**config.mk**
```make
export PLATFORM = sky130hd
export DESIGN_NAME = alu_add8
export DESIGN_NICKNAME = d
export VERILOG_FILES = /design/src/rtl/alu_add8.sv
export SDC_FILE = /design/constraint.sdc
export NUM_CORES = 1
export LEC_CHECK = 0
export CORE_MARGIN = 5
export CORE_UTILIZATION = 41
export CTS_CLUSTER_DIAMETER = 30
export CTS_CLUSTER_SIZE = 14
export DETAILED_ROUTE_END_ITERATION = 10
export GPL_TIMING_DRIVEN = 0
export HOLD_SLACK_MARGIN = 0.1
export PLACE_DENSITY = 0.87
export SYNTH_ARGS = -nofsm -noshare
export SYNTH_HDL_FRONTEND = slang
export SYNTH_SLANG_ARGS = --single-unit
```
**constraint.sdc**
```tcl
create_clock -name clk -period 9.14 [get_ports clk]
set_clock_uncertainty 0.2 [all_clocks]
set_input_delay 1.828 -clock clk [delete_from_list [all_inputs] [get_ports clk]]
set_output_delay 1.828 -clock clk [all_outputs]
set_load 0.01 [all_outputs]
```
**src/rtl/alu_add8.sv**
```systemverilog
// Registered WIDTH-bit ripple-carry adder slice with carry/overflow/zero/negative flags.
// One-cycle latency; out_valid marks each accepted operand pair.

module alu_add8_fa (
    input  logic a,
    input  logic b,
    input  logic ci,
    output logic s,
    output logic co
);

    logic p;

    assign p  = a ^ b;
    assign s  = p ^ ci;
    assign co = (a & b) | (ci & p);

endmodule

module alu_add8 #(
    parameter int WIDTH = 8
) (
    input  logic             clk,
    input  logic             rst,
    input  logic             in_valid,
    input  logic [WIDTH-1:0] A,
    input  logic [WIDTH-1:0] B,
    output logic [WIDTH-1:0] S,
    output logic             carry,
    output logic             overflow,
    output logic             zero,
    output logic             negative,
    output logic             out_valid
);

    logic [WIDTH:0]   c;
    logic [WIDTH-1:0] sum_c;
    logic             carry_c;
    logic             ovf_c;
    logic             zero_c;
    logic             neg_c;

    assign c[0] = 1'b0;

    for (genvar i = 0; i < WIDTH; i++) begin : g_fa
        alu_add8_fa u_fa (
            .a  (A[i]),
            .b  (B[i]),
            .ci (c[i]),
            .s  (sum_c[i]),
            .co (c[i+1])
        );
    end

    // Signed overflow from the carry into vs. out of the sign bit.
    assign carry_c = c[WIDTH];
    assign ovf_c   = c[WIDTH] ^ c[WIDTH-1];
    assign zero_c  = ~|sum_c;
    assign neg_c   = sum_c[WIDTH-1];

    always_ff @(posedge clk) begin
        if (rst) begin
            S         <= '0;
            carry     <= 1'b0;
            overflow  <= 1'b0;
            zero      <= 1'b1;
            negative  <= 1'b0;
            out_valid <= 1'b0;
        end else begin
            out_valid <= in_valid;
            if (in_valid) begin
                S        <= sum_c;
                carry    <= carry_c;
                overflow <= ovf_c;
                zero     <= zero_c;
                negative <= neg_c;
            end
        end
    end

endmodule

```
Fig. 1: run 1, met3 routing
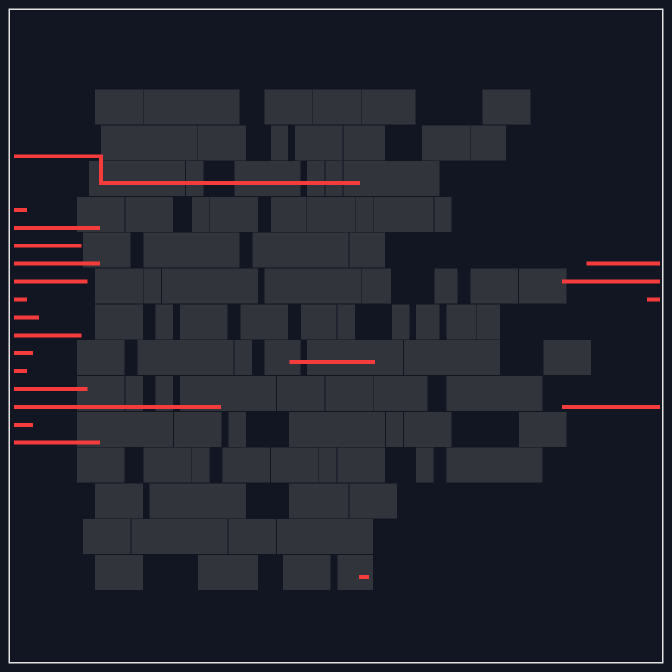
nets with wire on the layer	20
share of all routed wire	7.9%
longest straight run	19.5 µm
wire length on this layer	115 µm
main direction	horizontal
GRT met3 Usage: 4.22%
aggregate routed wire length: 1440 µm

Fig. 2: run 1, the metal 2 layer
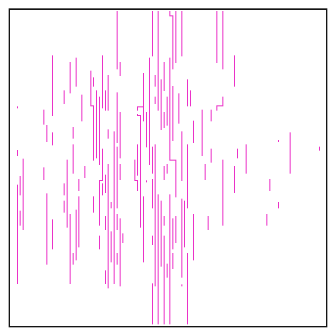
main direction	vertical
share of all routed wire	52%
longest straight run	23.8 µm
met2 usage: 23.9%
via count: 514

==> results.py, run 1 <==
# Physical implementation metrics
metrics = {
    "yosys": {
        "yosys.area_share.aoi_pct": 5.86,
        "most_common_cell": "dfxtp_1",
        "flop_cell": "dfxtp_1",
        "ys_ff": 12,
        "netlist_area_um2": 641,
        "synth.largest_area_cell": "dfxtp_1",
        "synthXorXnorAreaFrac_pct": 1.37,
        "yosysUniqueCellTypes": 17,
    },
    "clock_network": {
        "numCtsBuffers": 3,
        "cts_htree_levels": 1,
    },
    "floorplan": {
        "tap_cells": 16,
    },
    "finish": {
        "seq_area_um2": 240,
        "lay_top_count": "clkdlybuf4s50_1",
    },
    "status": {
        "status": "completed",
    },
    "drt": {
        "wire_per_inst_um": 13.2,
        "drtIter0Drc": 3,
        "wl_met1_um": 564,
    },
    "grt": {
        "antenna_found_initial": 0,
    },
    "place": {
        "routabilityCongestion": 0.661,
        "dp_hpwl_um": 1220,
    },
    "setup_path": {
        "crit_end": "S[7]$_SDFFE_PP0P_",
        "endpoint_kind": "register",
        "worstPathMaxFanout": 2,
        "reg2reg_slack_ps": 8270,
    },
    "power": {
        "leakagePower_nw": 0.431,
        "seqPwrFrac_pct": 40.1,
    },
    "worst_hold_path": {
        "worstHoldEndpoint": "zero$_SDFFE_PP1P_",
    },
}
Fig. 3: run 1, routing congestion map
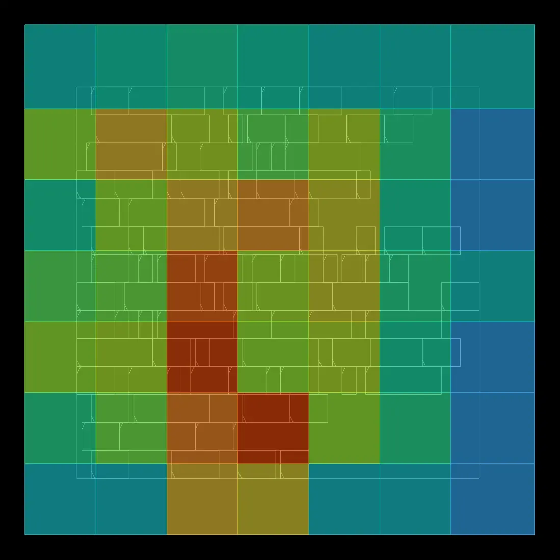
global route hottest layer: met2
met1 Use GR: 13.1%
All-Layer GR Usage: 13.2%
Final Core Density: 67.0%

==> run 1: critical path, stage by stage <==
cell	delay, ps
clkdlybuf4s50_1	410
ha_1	210
fa_1	380
fa_1	390
fa_1	370
inv_1	80
fa_1	150
inv_1	50
fa_1	370
fa_1	430
inv_1	100
fa_1	440
a211oi_2	220
==> run 1: stage by stage <==
| step | hold WS (ps) | worst slack [ps] | instance area [µm²] | instances | utilization (%) |
|---|---|---|---|---|---|
| after CTS | 290 | 3710 | 997 | 109 | 67.0 |
| after global placement | 263 | 3460 | 961 | 105 | 64.5 |
| after floorplan | 305 | 4020 | 641 | 59 | - |
| after detailed placement | 270 | 3460 | 961 | 105 | 64.5 |
| final | 286 | 3720 | 997 | 109 | 67.0 |
| after global routing | 320 | 3600 | 997 | 109 | 67.0 |
Fig. 4: run 1, pin placement
Pins as bars across the die edge, other pins in gray.
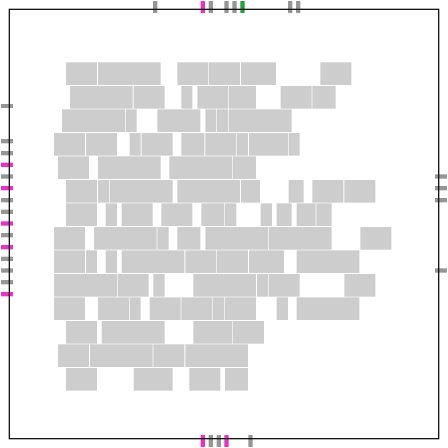

==> run 2, diff against run 1 <==
CORE_UTILIZATION = 38   (was 41)
PLACE_DENSITY = 0.82   (was 0.87)
clock period = 5.6 ns   (was 9.14 ns; I/O delays follow)
Fig. 5: run 2, pin placement
Pins as bars across the die edge, other pins in gray.
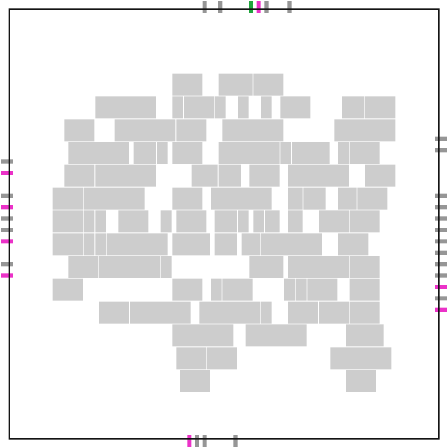
port	color	pins	direction	edge
A	magenta	8	input	4 left, 2 right, 1 bottom, 1 top
in_valid	green	1	input	top
all pins by edge	13 right, 9 left, 6 top, 4 bottom
Port Buf Inserts: 30
die x size: 51.1 µm
Die Y: 51.1 µm

==> run 2 against run 1 <==
Compared with the run above:
- first-iteration DRC count up 33%
- synthesized cell count unchanged
- clock-buffer cell count down 1
- sequential power up 63%
==> results.py, run 2 <==
# Physical implementation metrics
metrics = {
    "yosys": {
        "synthXorXnorAreaFrac_pct": 1.37,
        "synth.largest_area_cell": "dfxtp_1",
        "yosys.area_share.aoi_pct": 5.86,
        "netlist_area_um2": 641,
    },
    "drt": {
        "num_vias": 521,
        "routed_wl_um": 1290,
        "wl_met1_um": 535,
        "drtIter0Drc": 4,
        "wire_per_inst_um": 12.0,
    },
    "final_timing": {
        "finalWorstSetupSlack_ps": 879,
        "holdWs_ps": 284,
    },
    "place": {
        "placed_area_um2": 961,
        "place_inst": 105,
        "pre_cts_slack_ps": 579,
    },
    "finish": {
        "fin_area_um2": 983,
        "instances_no_fill": 108,
    },
    "power": {
        "leakagePower_nw": 0.424,
    },
    "setup_path": {
        "crit_slowest_cell": "fa_1",
        "endpoint_kind": "register",
        "path_buffers": 4,
        "worstPathMaxFanout": 2,
    },
    "status": {
        "status": "completed",
    },
}
Fig. 6: run 2, the metal 1 layer
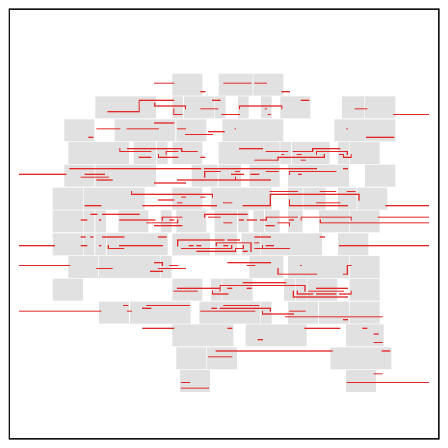
share of all routed wire	41%
wire length on this layer	535 µm
longest straight run	15.6 µm

==> run 2: cell counts after synthesis <==
No cell type changed its count.
==> run 2: area by class of cell <==
cell class                      instances  area [µm²]
Buffer                                  4        35.0
Sequential cell                        12         240
Fill cell                             120         576
Clock buffer                            3        22.5
Multi-Input combinational cell         35         335
Timing Repair Buffer                   30         300
Tap cell                               16        20.0
Inverter                                8        30.0
==> run 2: routing by layer <==
layer  track usage [%]  up-vias
met2              19.1       25
li1                  -      253
met4              1.35        0
met3              6.98        0
met1              11.4      243
met5                 0        -
==> run 2: worst min-delay path: stages (launching register included) <==
cell and delay [ps]:
dfxtp_1 330, a21oi_1 60, o21ai_1 60
Power figures rest on the tool's default switching activity, not on a simulated workload.
